[config.mk]
export PLATFORM = sky130hd
export DESIGN_NAME = stopwatch_ctrl
export DESIGN_NICKNAME = d
export VERILOG_FILES = /design/src/rtl/stopwatch_pkg.sv /design/src/rtl/stopwatch_ctrl_btn_debounce.sv /design/src/rtl/stopwatch_ctrl.sv
export SDC_FILE = /design/constraint.sdc
export NUM_CORES = 1
export LEC_CHECK = 0
export CORE_AREA = 2 2 101 103
export DETAILED_ROUTE_END_ITERATION = 6
export DIE_AREA = 0 0 103 105
export GPL_ROUTABILITY_DRIVEN = 0
export SLEW_MARGIN = 20
export SYNTH_ARGS = -nofsm -noshare
export SYNTH_HDL_FRONTEND = slang
export SYNTH_SLANG_ARGS = --single-unit
[constraint.sdc]
create_clock -name clk -period 4.18 [get_ports clk]
set_clock_uncertainty 0.2 [all_clocks]
set_input_delay 1.045 -clock clk [delete_from_list [all_inputs] [get_ports clk]]
set_output_delay 1.045 -clock clk [all_outputs]
set_load 0.005 [all_outputs]
[src/rtl/stopwatch_pkg.sv]
// Shared types and defaults for the stopwatch control block.
// The state encoding is {adjust, paused}, so next state is assembled from those two bits.
package stopwatch_pkg;

  typedef enum logic [1:0] {
    RUN       = 2'b00,
    PAUSE     = 2'b01,
    ADJ       = 2'b10,
    ADJ_PAUSE = 2'b11
  } state_t;

  localparam int DEF_DIV_1HZ   = 100_000_000;
  localparam int DEF_DIV_2HZ   = 50_000_000;
  localparam int DEF_DIV_BLINK = 25_000_000;
  localparam int DEF_DB_CYCLES = 1_000_000;

  function automatic logic is_paused(input state_t s);
    return (s == PAUSE) || (s == ADJ_PAUSE);
  endfunction

  function automatic logic is_adj(input state_t s);
    return (s == ADJ) || (s == ADJ_PAUSE);
  endfunction

endpackage

[src/rtl/stopwatch_ctrl_btn_debounce.sv]
// Button conditioner: 2-FF synchronizer, stability-window debounce, and a
// one-cycle pulse on each debounced rising edge.
module btn_debounce #(
  parameter int DB_CYCLES = 1_000_000
) (
  input  logic clk,
  input  logic rst,
  input  logic i_btn,
  output logic o_pulse
);

  localparam int CW = (DB_CYCLES > 1) ? $clog2(DB_CYCLES) : 1;
  localparam logic [CW-1:0] CNT_LAST = CW'(DB_CYCLES - 1);

  logic [1:0]    r_sync;
  logic          r_level;
  logic [CW-1:0] r_cnt;
  logic          r_pulse;
  logic          w_sync;

  assign w_sync  = r_sync[1];
  assign o_pulse = r_pulse;

  // The counter tracks how long the synchronized input has disagreed with the
  // debounced level; any return to agreement restarts the window.
  always_ff @(posedge clk) begin
    if (rst) begin
      r_sync  <= 2'b00;
      r_level <= 1'b0;
      r_cnt   <= '0;
      r_pulse <= 1'b0;
    end else begin
      r_sync  <= {r_sync[0], i_btn};
      r_pulse <= 1'b0;
      if (w_sync == r_level) begin
        r_cnt <= '0;
      end else if (r_cnt == CNT_LAST) begin
        r_cnt   <= '0;
        r_level <= w_sync;
        r_pulse <= w_sync;
      end else begin
        r_cnt <= r_cnt + CW'(1);
      end
    end
  end

endmodule

[src/rtl/stopwatch_ctrl.sv]
// Stopwatch control FSM (RUN/PAUSE/ADJ/ADJ_PAUSE) with tick dividers.
// Optional feature macro: STOPWATCH_BLINK_EN enables the adjust-field blink counter.
module stopwatch_ctrl
  import stopwatch_pkg::*;
#(
  parameter int DIV_1HZ   = DEF_DIV_1HZ,
  parameter int DIV_2HZ   = DEF_DIV_2HZ,
  parameter int DIV_BLINK = DEF_DIV_BLINK,
  parameter int DB_CYCLES = DEF_DB_CYCLES
) (
  input  logic   clk,
  input  logic   rst,
  input  logic   btn_pause,
  input  logic   btn_rst,
  input  logic   sel_switch,
  input  logic   adj_switch,
  output logic   count_en,
  output logic   clear,
  output logic   adj_mode,
  output logic   adj_sel_min,
  output logic   paused,
  output logic   blink,
  output state_t dbg_state
);

  localparam int DIV_MAX = (DIV_1HZ > DIV_2HZ) ? DIV_1HZ : DIV_2HZ;
  localparam int DW      = (DIV_MAX > 1) ? $clog2(DIV_MAX) : 1;

  if (DIV_1HZ < 1 || DIV_2HZ < 1 || DIV_BLINK < 1 || DB_CYCLES < 1) begin : g_param_check
    $error("stopwatch_ctrl: all divider and debounce parameters must be >= 1");
  end

  state_t        r_state;
  state_t        w_next;
  logic [1:0]    r_adj_sync;
  logic [1:0]    r_sel_sync;
  logic          w_adj;
  logic          w_pause_pulse;
  logic          w_rst_pulse;
  logic          w_running;
  logic          w_clear;
  logic [DW-1:0] r_div;
  logic [DW-1:0] w_div_last;

  btn_debounce #(.DB_CYCLES(DB_CYCLES)) u_db_pause (
    .clk     (clk),
    .rst     (rst),
    .i_btn   (btn_pause),
    .o_pulse (w_pause_pulse)
  );

  btn_debounce #(.DB_CYCLES(DB_CYCLES)) u_db_rst (
    .clk     (clk),
    .rst     (rst),
    .i_btn   (btn_rst),
    .o_pulse (w_rst_pulse)
  );

  always_ff @(posedge clk) begin
    if (rst) begin
      r_adj_sync <= 2'b00;
      r_sel_sync <= 2'b00;
    end else begin
      r_adj_sync <= {r_adj_sync[0], adj_switch};
      r_sel_sync <= {r_sel_sync[0], sel_switch};
    end
  end

  assign w_adj = r_adj_sync[1];

  always_ff @(posedge clk) begin
    if (rst) r_state <= RUN;
    else     r_state <= w_next;
  end

  // A clear pulse swallows any coincident pause pulse; otherwise the pause
  // toggle and the adjust switch act on independent state bits in one step.
  always_comb begin
    w_next  = r_state;
    w_clear = 1'b0;
    if (w_rst_pulse) begin
      w_clear = 1'b1;
      w_next  = w_adj ? ADJ : RUN;
    end else begin
      w_next = state_t'({w_adj, is_paused(r_state) ^ w_pause_pulse});
    end
  end

  assign w_running  = (r_state == RUN) || (r_state == ADJ);
  assign w_div_last = (r_state == ADJ) ? DW'(DIV_2HZ - 1) : DW'(DIV_1HZ - 1);

  always_ff @(posedge clk) begin
    if (rst) begin
      r_div <= '0;
    end else if (w_clear || (w_next != r_state) || !w_running || (r_div == w_div_last)) begin
      r_div <= '0;
    end else begin
      r_div <= r_div + DW'(1);
    end
  end

  assign count_en    = w_running && (r_div == w_div_last) && !w_clear;
  assign clear       = w_clear;
  assign adj_mode    = is_adj(r_state);
  assign paused      = is_paused(r_state);
  assign adj_sel_min = r_sel_sync[1];
  assign dbg_state   = r_state;

`ifdef STOPWATCH_BLINK_EN
  localparam int BW = (DIV_BLINK > 1) ? $clog2(DIV_BLINK) : 1;

  logic [BW-1:0] r_blink_cnt;
  logic          r_blink;

  // Outside adjust (and on a clear) the phase is parked at "on", so the first
  // adjust cycle always shows the field.
  always_ff @(posedge clk) begin
    if (rst) begin
      r_blink_cnt <= '0;
      r_blink     <= 1'b1;
    end else if (!is_adj(r_state) || w_clear) begin
      r_blink_cnt <= '0;
      r_blink     <= 1'b1;
    end else if (r_blink_cnt == BW'(DIV_BLINK - 1)) begin
      r_blink_cnt <= '0;
      r_blink     <= ~r_blink;
    end else begin
      r_blink_cnt <= r_blink_cnt + BW'(1);
    end
  end

  assign blink = is_adj(r_state) ? r_blink : 1'b1;
`else
  assign blink = 1'b1;
`endif

endmodule

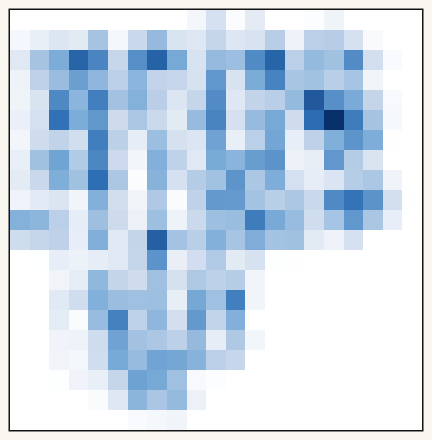
Figure 1: run 1, routed metal per tile.
Drawn at 4 px/um. 21 x 21 tiles, from white (low) to dark blue (high), scaled to the fullest tile. Values are wire area over tile area, all layers added.
12% of the tiles are over half the peak. The emptiest ninth of the die: south-east. The fullest tile reaches 0.46. 32% of the tiles are nearly empty. The mean over all tiles is 0.099.
total wire length: 6880 um
routed via count: 2948
GR Util All Layers: 13.8%

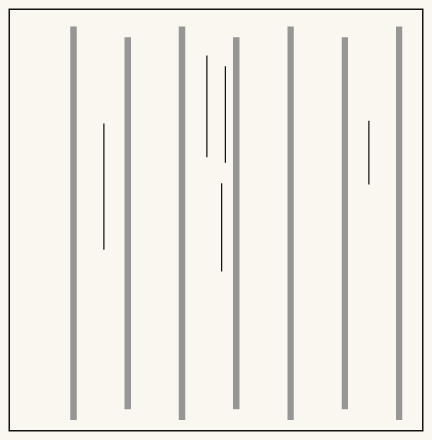
Figure 2: run 1, met4 routing.
Drawn at 4 px/um. Supply wires on this layer in gray.
The longest straight run is 31.3 um. The layer holds 1.7% of the routed length. The layer carries 118 um of wire. The wires run mostly vertical. 3 nets have wire on it.

==> results.cfg, run 1 <==
; generated from flow reports
[placement]
place_hpwl_um = 4780
place_area_sq_um = 3910

[final_timing]
hold_viol = 0
holdWs_ns = 0.233
finalSetupTns_ns = 0

[critical_path]
ff2ff_path_depth = 4
crit_path_start_kind = register
slowest_delay_ns = 0.53
critical_path.top_delay_family = simple AND/OR/NAND/NOR gates

[power]
powerComb_uw = 31.2
p_sw_share_pct = 24.8
seq_power_uw = 782
seq_power_share_pct = 57.7
p_leak_nw = 1.18
ir_worst_vdd_v = 0.000326

[synthesis]
yosys-stat-area_sq_um = 3690
yosys.area.top_type = dfxtp_1

[detailed_routing]
drc_errors = 0
wl_met2_um = 3260
drt-initial-drc-count = 78
vias_per_cell = 5.25
ant_nets = 0

[clock_tree]
post_cts_resized = 0
cts.sinks = 81
holdBufCountCts = 0

[cells_and_area]
top_register = r_div
buffers = 17
mostFrequentLayoutCell = dfxtp_1
seq_share_pct = 39.6
fin_area_sq_um = 4100
comb_area_sq_um = 1920

[min_path]
hp-start = u_db_pause.r_sync[0]
holdPathStages = 1

[floorplan]
rows = 36
die-width_um = 103
dieArea_sq_um = 10800
die.size.y_um = 105

[status]
outcome = finished, final reports clean

[global_route]
grt_start_max_net_pins = 28
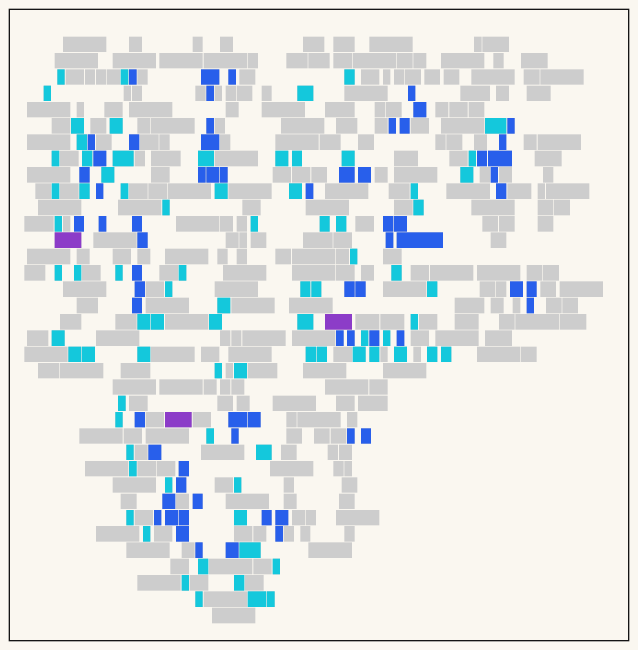
Figure 3: run 1, logic cells by family.
Drawn at 6 px/um.
Key: cyan = nor cells [cells 81]; blue = nand cells [cells 67]; purple = fa/ha/maj cells [cells 3]

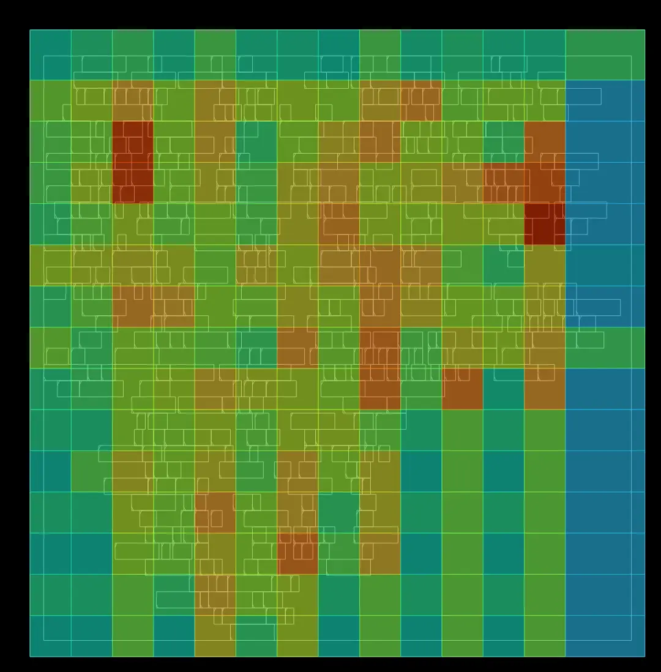
Figure 4: run 1, track usage over the die.
Routed wire per std cell: 12.2 um
met2 Use GR: 23.2%
GR Util met1: 16.2%

## Run 2: what changed since run 1
- clock period: 4.18 -> 3.2 ns (I/O delays scaled with it)
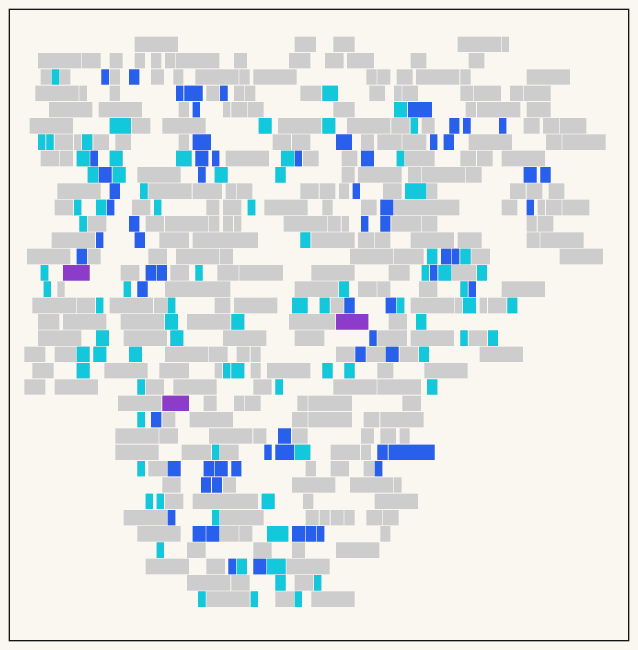
Figure 5: run 2, logic cells by family.
Drawn at 6 px/um.
Key: purple = fa/ha/maj cells [cells 3]; cyan = nor cells [cells 81]; blue = nand cells [cells 67]

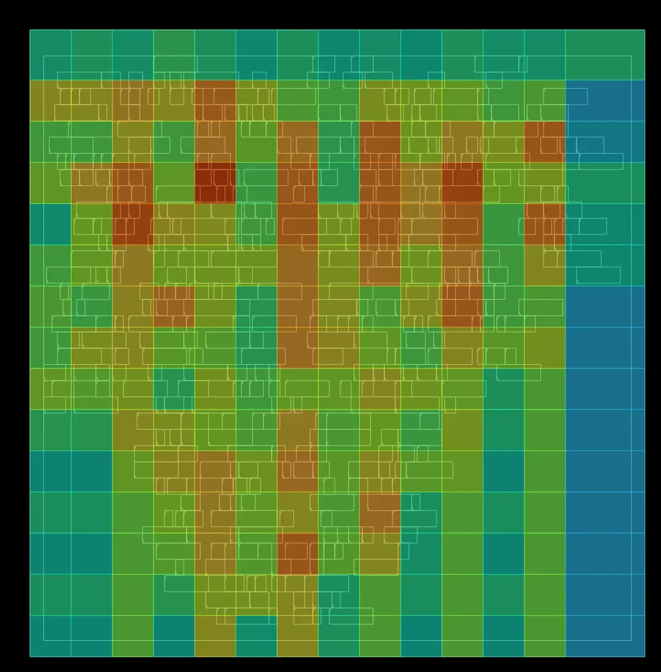
Figure 6: run 2, track usage over the die.
Routed wire per std cell: 12.6 um
post-layout util: 43.5%

==> results.cfg, run 2 <==
; generated from flow reports
[min_path]
hp-start = r_div[0]
holdPathStages = 1

[detailed_routing]
ant_nets = 0
vias_per_cell = 5.23
drc_errors = 0
wl_met2_um = 3220
drt-initial-drc-count = 113

[power]
p_sw_share_pct = 19.7
seq_power_share_pct = 49.5
seq_power_mw = 1.02
ir_worst_vdd_v = 0.000287
powerComb_uw = 41.6

[placement]
place_hpwl_um = 4730
place_area_sq_um = 3910

[cells_and_area]
seq_share_pct = 38.7
mostFrequentLayoutCell = dfxtp_1
comb_area_sq_um = 1930
buffers = 17
top_register = r_div
fin_area_sq_um = 4190

[floorplan]
coreArea_sq_um = 9640
rows = 36
dieArea_sq_um = 10800
die-width_um = 103
die.size.y_um = 105

[synthesis]
yosys.area.top_type = dfxtp_1
ys_sh_simple_pct = 31.0
yosys-stat-area_sq_um = 3690

[status]
outcome = finished, final reports clean

[critical_path]
crit_arrival_ns = 1.92
crit_path_start_kind = register
critical_path.top_delay_family = simple AND/OR/NAND/NOR gates
slowest_delay_ns = 0.35
ff2ff_path_depth = 4

[final_timing]
finalSetupTns_ns = 0
setup_viol = 0
holdWs_ns = 0.240
hold_viol = 0
period_minus_slack_ns = 2.92

[clock_tree]
holdBufCountCts = 0

[global_route]
grt.met1_usage_pct = 19.7
grt_use_met2_pct = 21.8
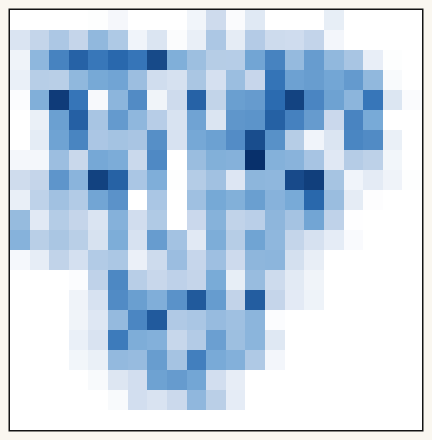
Figure 7: run 2, routed metal per tile.
Drawn at 4 px/um. 21 x 21 tiles, from white (low) to dark blue (high), scaled to the fullest tile. Values are wire area over tile area, all layers added.
The emptiest ninth of the die: south-east. 18% of the tiles are over half the peak. The fullest tile reaches 0.41. 33% of the tiles are nearly empty. The mean over all tiles is 0.10.
routed via count: 2938
total wire length: 7070 um
GR Util All Layers: 14.2%

